### The metal 1 layer, run 1

The bar under the picture is 50 microns long. Supply wires on this layer in grey.
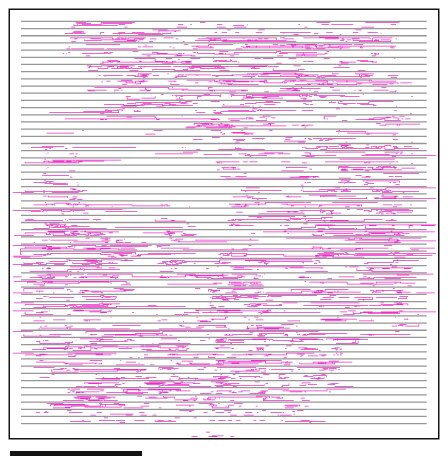
### Routing congestion map, run 1

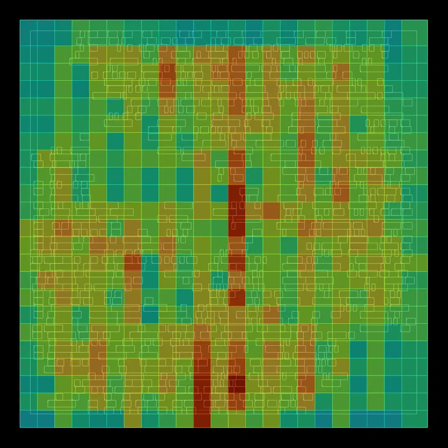
### Gate families picked out, run 1

The bar under the picture is 50 microns long.
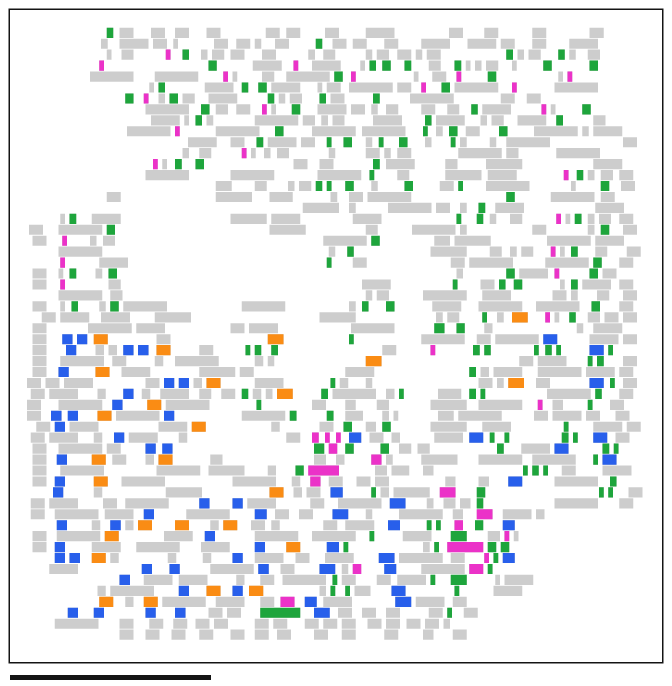
[src/rtl/alu_issue_if.sv]
// alu_issue_if: operand/op handshake bundle around the ALU issue stage.
//   Upstream side : in_valid/in_ready plus instruction, rs1/rs2 values and pc.
//   Control       : flush discards everything buffered in the stage.
//   Execute side  : out_valid/out_ready plus a, b, alu_op, rd, rd_we, illegal.
// Modports:
//   master - the issue stage (drives in_ready and all out_* except out_ready)
//   slave  - the environment (fetch/regfile upstream and execute downstream)
interface alu_issue_if #(
  parameter int XLEN = 32,
  parameter int OP_W = 4
);
  logic            in_valid;
  logic            in_ready;
  logic [31:0]     in_instr;
  logic [XLEN-1:0] in_rs1_val;
  logic [XLEN-1:0] in_rs2_val;
  logic [XLEN-1:0] in_pc;
  logic            flush;
  logic            out_valid;
  logic            out_ready;
  logic [XLEN-1:0] out_a;
  logic [XLEN-1:0] out_b;
  logic [OP_W-1:0] out_alu_op;
  logic [4:0]      out_rd;
  logic            out_rd_we;
  logic            out_illegal;

  modport master (
    input  in_valid, in_instr, in_rs1_val, in_rs2_val, in_pc, flush, out_ready,
    output in_ready, out_valid, out_a, out_b, out_alu_op, out_rd, out_rd_we, out_illegal
  );

  modport slave (
    output in_valid, in_instr, in_rs1_val, in_rs2_val, in_pc, flush, out_ready,
    input  in_ready, out_valid, out_a, out_b, out_alu_op, out_rd, out_rd_we, out_illegal
  );
endinterface

[src/rtl/alu_issue_stage.sv]
// alu_issue_stage: decodes RV32I R-type and OP-IMM instructions into ALU
// operands {a, b, alu_op, rd} and holds them in a 2-entry skid buffer toward
// the execute stage. in_ready is registered; throughput is one per cycle.
// Ports:
//   clk    - rising-edge clock
//   rst_n  - synchronous active-low reset; clears state and output data
//   io     - alu_issue_if.master (upstream handshake, flush, execute handshake)
// Build option:
//   ALU_ISSUE_UPPER_EN - when defined, LUI and AUIPC are decoded as adds;
//                        otherwise both are illegal and in_pc is unused.
module alu_issue_stage #(
  parameter int XLEN = 32,
  parameter int OP_W = 4
) (
  input  logic         clk,
  input  logic         rst_n,
  alu_issue_if.master  io
);

  localparam logic [1:0] EMPTY = 2'd0;
  localparam logic [1:0] ONE   = 2'd1;
  localparam logic [1:0] TWO   = 2'd2;

  typedef struct packed {
    logic [XLEN-1:0] a;
    logic [XLEN-1:0] b;
    logic [OP_W-1:0] op;
    logic [4:0]      rd;
    logic            rd_we;
    logic            illegal;
  } entry_t;

  logic [6:0] opcode;
  logic [2:0] funct3;
  logic [6:0] funct7;
  logic       legal;
  logic       is_shift;
  entry_t     dec_p0;

  assign opcode   = io.in_instr[6:0];
  assign funct3   = io.in_instr[14:12];
  assign funct7   = io.in_instr[31:25];
  assign is_shift = (funct3 == 3'b001) || (funct3 == 3'b101);

  // Stage p0: combinational decode of the offered instruction
  always_comb begin
    dec_p0    = '0;
    legal     = 1'b0;
    dec_p0.rd = io.in_instr[11:7];
    case (opcode)
      7'b0110011: begin
        legal = (funct7 == 7'b0000000) ||
                ((funct7 == 7'b0100000) && ((funct3 == 3'b000) || (funct3 == 3'b101)));
        if (legal) begin
          dec_p0.a  = io.in_rs1_val;
          dec_p0.b  = io.in_rs2_val;
          dec_p0.op = OP_W'({funct7[5], funct3});
        end
      end
      7'b0010011: begin
        // funct7 only exists for shifts; elsewhere those bits are immediate
        if (funct3 == 3'b001)      legal = (funct7 == 7'b0000000);
        else if (funct3 == 3'b101) legal = (funct7 == 7'b0000000) || (funct7 == 7'b0100000);
        else                       legal = 1'b1;
        if (legal) begin
          dec_p0.a  = io.in_rs1_val;
          dec_p0.b  = is_shift ? XLEN'(io.in_instr[24:20])
                               : XLEN'($signed(io.in_instr[31:20]));
          dec_p0.op = OP_W'({(funct3 == 3'b101) & funct7[5], funct3});
        end
      end
`ifdef ALU_ISSUE_UPPER_EN
      7'b0110111: begin
        legal    = 1'b1;
        dec_p0.b = XLEN'($signed({io.in_instr[31:12], 12'b0}));
      end
      7'b0010111: begin
        legal    = 1'b1;
        dec_p0.a = io.in_pc;
        dec_p0.b = XLEN'($signed({io.in_instr[31:12], 12'b0}));
      end
`else
`endif
      default: legal = 1'b0;
    endcase
    dec_p0.illegal = !legal;
    dec_p0.rd_we   = legal && (io.in_instr[11:7] != 5'd0);
  end

  logic [1:0] state;
  logic [1:0] next_state;
  logic       in_ready_r;
  logic       in_xfer;
  logic       out_xfer;
  logic       head_load;
  logic       head_from_tail;
  logic       tail_load;
  entry_t     head_p1;
  entry_t     tail_p1;

  assign in_xfer  = io.in_valid && in_ready_r;
  assign out_xfer = (state != EMPTY) && io.out_ready;

  always_comb begin
    next_state     = state;
    head_load      = 1'b0;
    head_from_tail = 1'b0;
    tail_load      = 1'b0;
    case (state)
      EMPTY: if (in_xfer) begin
        next_state = ONE;
        head_load  = 1'b1;
      end
      ONE: begin
        if (in_xfer && out_xfer) begin
          head_load = 1'b1;
        end else if (in_xfer) begin
          next_state = TWO;
          tail_load  = 1'b1;
        end else if (out_xfer) begin
          next_state = EMPTY;
        end
      end
      TWO: if (out_xfer) begin
        next_state     = ONE;
        head_from_tail = 1'b1;
      end
      default: next_state = EMPTY;
    endcase
    // flush overrides every transfer, including an accepted input
    if (io.flush) begin
      next_state     = EMPTY;
      head_load      = 1'b0;
      head_from_tail = 1'b0;
      tail_load      = 1'b0;
    end
  end

  // Stage p1: skid buffer registers; the head entry drives the outputs
  always_ff @(posedge clk) begin
    if (!rst_n) begin
      state      <= EMPTY;
      in_ready_r <= 1'b1;
      head_p1    <= '0;
    end else begin
      state      <= next_state;
      in_ready_r <= (next_state != TWO);
      if (head_load)           head_p1 <= dec_p0;
      else if (head_from_tail) head_p1 <= tail_p1;
    end
  end

  always_ff @(posedge clk) begin
    if (tail_load) tail_p1 <= dec_p0;
  end

  assign io.in_ready    = in_ready_r;
  assign io.out_valid   = (state != EMPTY);
  assign io.out_a       = head_p1.a;
  assign io.out_b       = head_p1.b;
  assign io.out_alu_op  = head_p1.op;
  assign io.out_rd      = head_p1.rd;
  assign io.out_rd_we   = head_p1.rd_we;
  assign io.out_illegal = head_p1.illegal;

endmodule
[src/flat_wrapper.sv]
// flat-port wrapper written by rule: the top's interface ports become plain ports
module alu_issue_stage_flat 
#(
  parameter int XLEN = 32,
  parameter int OP_W = 4
)
  (clk, rst_n, io_in_valid, io_in_instr, io_in_rs1_val, io_in_rs2_val, io_in_pc, io_flush, io_out_ready, io_in_ready, io_out_valid, io_out_a, io_out_b, io_out_alu_op, io_out_rd, io_out_rd_we, io_out_illegal);
  alu_issue_if #(.XLEN(XLEN), .OP_W(OP_W)) io_i ();
  input  logic clk;
  input  logic rst_n;
  input wire logic [$bits(io_i.in_valid)-1:0] io_in_valid;
  input wire logic [$bits(io_i.in_instr)-1:0] io_in_instr;
  input wire logic [$bits(io_i.in_rs1_val)-1:0] io_in_rs1_val;
  input wire logic [$bits(io_i.in_rs2_val)-1:0] io_in_rs2_val;
  input wire logic [$bits(io_i.in_pc)-1:0] io_in_pc;
  input wire logic [$bits(io_i.flush)-1:0] io_flush;
  input wire logic [$bits(io_i.out_ready)-1:0] io_out_ready;
  output wire logic [$bits(io_i.in_ready)-1:0] io_in_ready;
  output wire logic [$bits(io_i.out_valid)-1:0] io_out_valid;
  output wire logic [$bits(io_i.out_a)-1:0] io_out_a;
  output wire logic [$bits(io_i.out_b)-1:0] io_out_b;
  output wire logic [$bits(io_i.out_alu_op)-1:0] io_out_alu_op;
  output wire logic [$bits(io_i.out_rd)-1:0] io_out_rd;
  output wire logic [$bits(io_i.out_rd_we)-1:0] io_out_rd_we;
  output wire logic [$bits(io_i.out_illegal)-1:0] io_out_illegal;
  assign io_i.in_valid = io_in_valid;
  assign io_i.in_instr = io_in_instr;
  assign io_i.in_rs1_val = io_in_rs1_val;
  assign io_i.in_rs2_val = io_in_rs2_val;
  assign io_i.in_pc = io_in_pc;
  assign io_i.flush = io_flush;
  assign io_i.out_ready = io_out_ready;
  assign io_in_ready = io_i.in_ready;
  assign io_out_valid = io_i.out_valid;
  assign io_out_a = io_i.out_a;
  assign io_out_b = io_i.out_b;
  assign io_out_alu_op = io_i.out_alu_op;
  assign io_out_rd = io_i.out_rd;
  assign io_out_rd_we = io_i.out_rd_we;
  assign io_out_illegal = io_i.out_illegal;
  alu_issue_stage #(.XLEN(XLEN), .OP_W(OP_W)) u_core (.clk(clk), .rst_n(rst_n), .io(io_i));
endmodule
[config.mk]
export PLATFORM = sky130hd
export DESIGN_NAME = alu_issue_stage_flat
export DESIGN_NICKNAME = d
export VERILOG_FILES = /design/src/rtl/alu_issue_if.sv /design/src/rtl/alu_issue_stage.sv /design/src/flat_wrapper.sv
export SDC_FILE = /design/constraint.sdc
export NUM_CORES = 1
export LEC_CHECK = 0
export CELL_PAD_IN_SITES_DETAIL_PLACEMENT = 1
export CELL_PAD_IN_SITES_GLOBAL_PLACEMENT = 2
export CORE_MARGIN = 4
export CORE_UTILIZATION = 29
export DETAILED_ROUTE_END_ITERATION = 6
export PLACE_DENSITY = 0.86
export SYNTH_ARGS = -nofsm -noshare
export SYNTH_HDL_FRONTEND = slang
export SYNTH_SLANG_ARGS = --single-unit
export TNS_END_PERCENT = 10
[constraint.sdc]
create_clock -name clk -period 5.61 [get_ports clk]
set_input_delay 0.8415 -clock clk [delete_from_list [all_inputs] [get_ports clk]]
set_output_delay 0.8415 -clock clk [all_outputs]
set_load 0.005 [all_outputs]
==> impl_metrics.py, run 1 <==
# Flow results
metrics = {
    "run_status": {
        "status": "finished clean",
    },
    "final_timing": {
        "whs_ns": 0.5405,
        "rsz0062_at_grt": "false",
        "period_needed_ns": 3.426,
        "fmax_mhz": 291.9,
        "setup_viol": 0,
        "worst_slew_pin_slew_ns": 1.173,
        "skew_ns": 0.01082,
    },
    "finish": {
        "clkCellAreaFrac_pct": 6.573,
        "logic_area_sq_um": 2739,
        "final_area_sq_um": 9460,
        "fin_nets": 929,
        "clockBufferCount": 17,
        "largest_class": "flip-flops and latches",
        "seq_area_share_pct": 40.31,
        "syn_to_final_growth_pct": 37.42,
        "finish.utilization_pct": 40.42,
        "final_cells": 1130,
    },
    "logic_synthesis": {
        "syn_area_per_cell_sq_um": 10.49,
        "syn-cell-area_sq_um": 6884,
        "ys_sh_xor_pct": 0.2545,
        "flop_cell": "dfxtp_1",
        "ys_seq_share_pct": 55.40,
        "synthAoiAreaFrac_pct": 19.39,
        "top_cells_by_count": "78 x dfxtp_1, 75 x edfxtp_1, 53 x nand3_1, 48 x nand2_1, 46 x clkbuf_1",
        "syn_nets": 789,
        "top_cell": "dfxtp_1",
        "mux_share_pct": 3.871,
    },
    "setup_path": {
        "cp_num_cells": 5,
        "path_class": "in -> reg",
        "crit_path_max_fanout": 27,
        "critPathArrivalTime_ns": 3.79,
        "critical_path.startpoint": "io_in_instr[26]",
    },
    "grt": {
        "grt_max_degree": 89,
        "antenna_found_initial": 3,
    },
    "drt": {
        "drc": 0,
        "dr.pass1.iters": 4,
        "ant_nets": 0,
        "wl_met2_microns": 10340,
        "routed-wl-met3_microns": 856,
        "num_vias": 5640,
        "postRouteWirelength_microns": 20950,
    },
    "min_path": {
        "hp-class": "reg -> reg",
        "whs_endpoint": "u_core.io.out_a[7]$_SDFFE_PN0P_",
    },
    "pwr": {
        "pwr-share-comb_pct": 7.1,
        "p_clk_w": 0.00122,
        "internal_power_w": 0.001951,
        "power_w": 0.002578,
        "power.leakage_nw": 3.689,
    },
    "clocking": {
        "h-tree-depth": 4,
        "cts_setup_buffers": 0,
        "cts_resized": 0,
        "cts_buffers": 17,
        "cts_tree": "done",
        "cts-root-buf": "clkbuf_16",
    },
    "floorplanning": {
        "die_w_microns": 162.1,
        "dieHeight_microns": 162.1,
        "core_sq_um": 23400,
    },
    "placed_design": {
        "dp.cells": 1096,
        "place_hpwl_microns": 13260,
        "place.port_buffers": 172,
        "place.gp.congestion": 0.7425,
    },
    "run": {
        "max-cap-violations": 0,
        "log.warning_count": 63,
    },
}
About 'The metal 1 layer':
wire length on this layer: 9400 microns
share of all routed wire: 45%
nets with wire on the layer: 811
longest straight run: 64.9 microns

About 'Routing congestion map':
busiest metal layer after global routing: met2
Total GRT Usage: 15.86%
WL per Instance: 18.54 microns
M3 GR Usage: 3.755%
grt met1 use: 20.26%

About 'Gate families picked out':
[orange] mux cells | cells: 26
[blue] non-inverting ao/oa cells | cells: 65
[green] nand cells | cells: 149
[magenta] nor cells | cells: 41 | where: widely spread

## Run 2: what changed since run 1
Clock period 5.61 ns to 3.2 ns, I/O delays scaled along.
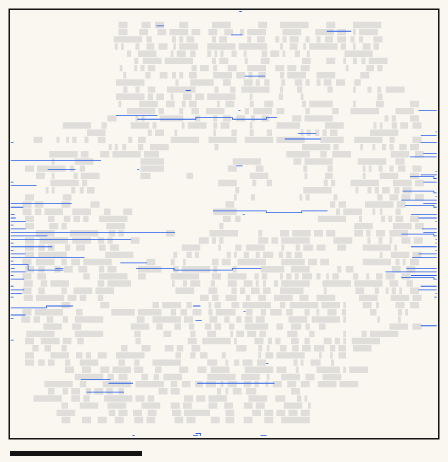
*The metal 3 layer, run 2*
The bar under the picture is 50 microns long. Cells faint in the background.
main direction: horizontal
longest straight run: 61.9 microns

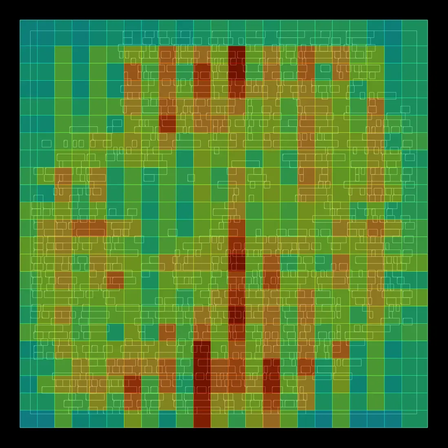
*Routing congestion map, run 2*
WL per Instance: 18.45 microns
met2 usage: 27.72%

==> impl_metrics.py, run 2 <==
# Flow results
metrics = {
    "run_status": {
        "status": "finished clean",
    },
    "logic_synthesis": {
        "top_cell": "dfxtp_1",
        "synth_top_area_share_pct": 32.72,
        "synthAoiAreaFrac_pct": 19.39,
        "syn_nets": 789,
        "flop_cell": "dfxtp_1",
        "synthArstFlopShare_pct": 0,
        "ys_seq_share_pct": 55.40,
        "syn_area_per_cell_sq_um": 10.49,
        "mux_share_pct": 3.871,
        "ys_sh_xor_pct": 0.2545,
        "syn-cell-area_sq_um": 6884,
        "top_cells_by_count": "78 x dfxtp_1, 75 x edfxtp_1, 53 x nand3_1, 48 x nand2_1, 46 x clkbuf_1",
    },
    "finish": {
        "largest_class": "flip-flops and latches",
        "drive_gt1_share_pct": 9.951,
        "fin_nets": 944,
        "sh_comb_area_pct": 28.59,
        "buffers_excl_clock": 194,
        "syn_to_final_growth_pct": 39.17,
        "mostFrequentLayoutCells": "171 x clkdlybuf4s50_1, 78 x dfxtp_1, 75 x edfxtp_1, 53 x nand3_1, 47 x nand2_1",
        "logic_area_sq_um": 2739,
        "top_register": "u_core.tail_p1",
        "final_area_sq_um": 9580,
        "logic_gates": 419,
        "seq_area_share_pct": 39.81,
        "clkCellAreaFrac_pct": 6.099,
        "finish.utilization_pct": 40.94,
        "final_cells": 1143,
        "clockBufferCount": 17,
    },
    "setup_path": {
        "start_kind": "input pin",
        "timing.critical_path.buf_inv": 2,
        "path_class": "in -> reg",
        "crit_path_max_fanout": 16,
        "end_kind": "register",
        "path_cells": "clkdlybuf4s50_1 -> or4_4 -> nor4_4 -> and2_1 -> buf_4 -> a22o_1",
        "critPathArrivalTime_ns": 2.62,
        "worst-r2r-cell-count": 5,
        "cp_num_cells": 6,
        "critical_path.startpoint": "io_in_instr[26]",
    },
    "pwr": {
        "power_w": 0.004395,
        "p_clk_w": 0.00201,
        "power.leakage_nw": 3.754,
        "pwr-share-seq_pct": 46.9,
        "p_per_area_nw_per_um2": 458.8,
        "pwr-share-clk_pct": 45.7,
        "pwr-share-comb_pct": 7.4,
        "pg_seq_w": 0.00206,
        "internal_power_w": 0.003326,
    },
    "drt": {
        "dr.pass1.iters": 6,
        "drc": 0,
        "postRouteWirelength_microns": 21090,
        "routed-wl-met3_microns": 876,
        "num_vias": 5625,
        "wl_met2_microns": 10510,
        "ant_nets": 0,
    },
    "floorplanning": {
        "dieHeight_microns": 162.1,
        "die_w_microns": 162.1,
        "fp_util_pct": 29.42,
        "core_sq_um": 23400,
    },
    "grt": {
        "use_met3_pct": 3.578,
        "busiest_layer": "met2",
        "grt_pass1_wl_microns": 33570,
        "grt_pass1_vias": 5989,
        "grt_use_met1_pct": 20.33,
        "antenna_found_initial": 1,
        "grt_usage_pct": 16.18,
        "grt_max_degree": 62,
    },
    "final_timing": {
        "skew_ns": 0.007336,
        "period_needed_ns": 2.338,
        "whs_ns": 0.5387,
        "worst_slew_pin_slew_ns": 0.6784,
        "setup_viol": 0,
        "rsz0062_at_grt": "false",
        "fmax_mhz": 427.6,
    },
    "clocking": {
        "cts_tree": "done",
        "cts_setup_buffers": 0,
        "cts-root-buf": "clkbuf_16",
        "h-tree-depth": 4,
        "cts_resized": 0,
        "cts_buffers": 17,
        "clk_pin_slew_worst_paths_ns": 0.06,
    },
    "run": {
        "max-cap-violations": 0,
        "log.warning_count": 63,
    },
    "placed_design": {
        "place_hpwl_microns": 13870,
        "place.port_buffers": 172,
        "place_ws_ns": 0.4376,
        "dp.cells": 1111,
        "place.gp.congestion": 0.7819,
    },
    "min_path": {
        "whs_endpoint": "u_core.io.out_a[27]$_SDFFE_PN0P_",
        "hp-class": "reg -> reg",
    },
}
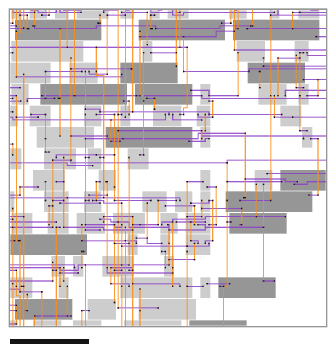
*A small window of the routed layout, run 2*
The bar under the picture is 10 microns long. Region (102, 21) to (142, 61) microns. Cells in grey, sequential cells in the stronger grey; small squares are vias.
[orange] M2
[purple] M1
most frequent: nand2_1 (10), edfxtp_1 (8), dfxtp_1 (6)
netlist names of flops here include: u_core.tail_p1 (8), u_core.io.out_alu_op (2), u_core.state (2)
cells with their middle in the window: 65
sequential cells in the window: 14

Power and IR drop assume default switching activity.
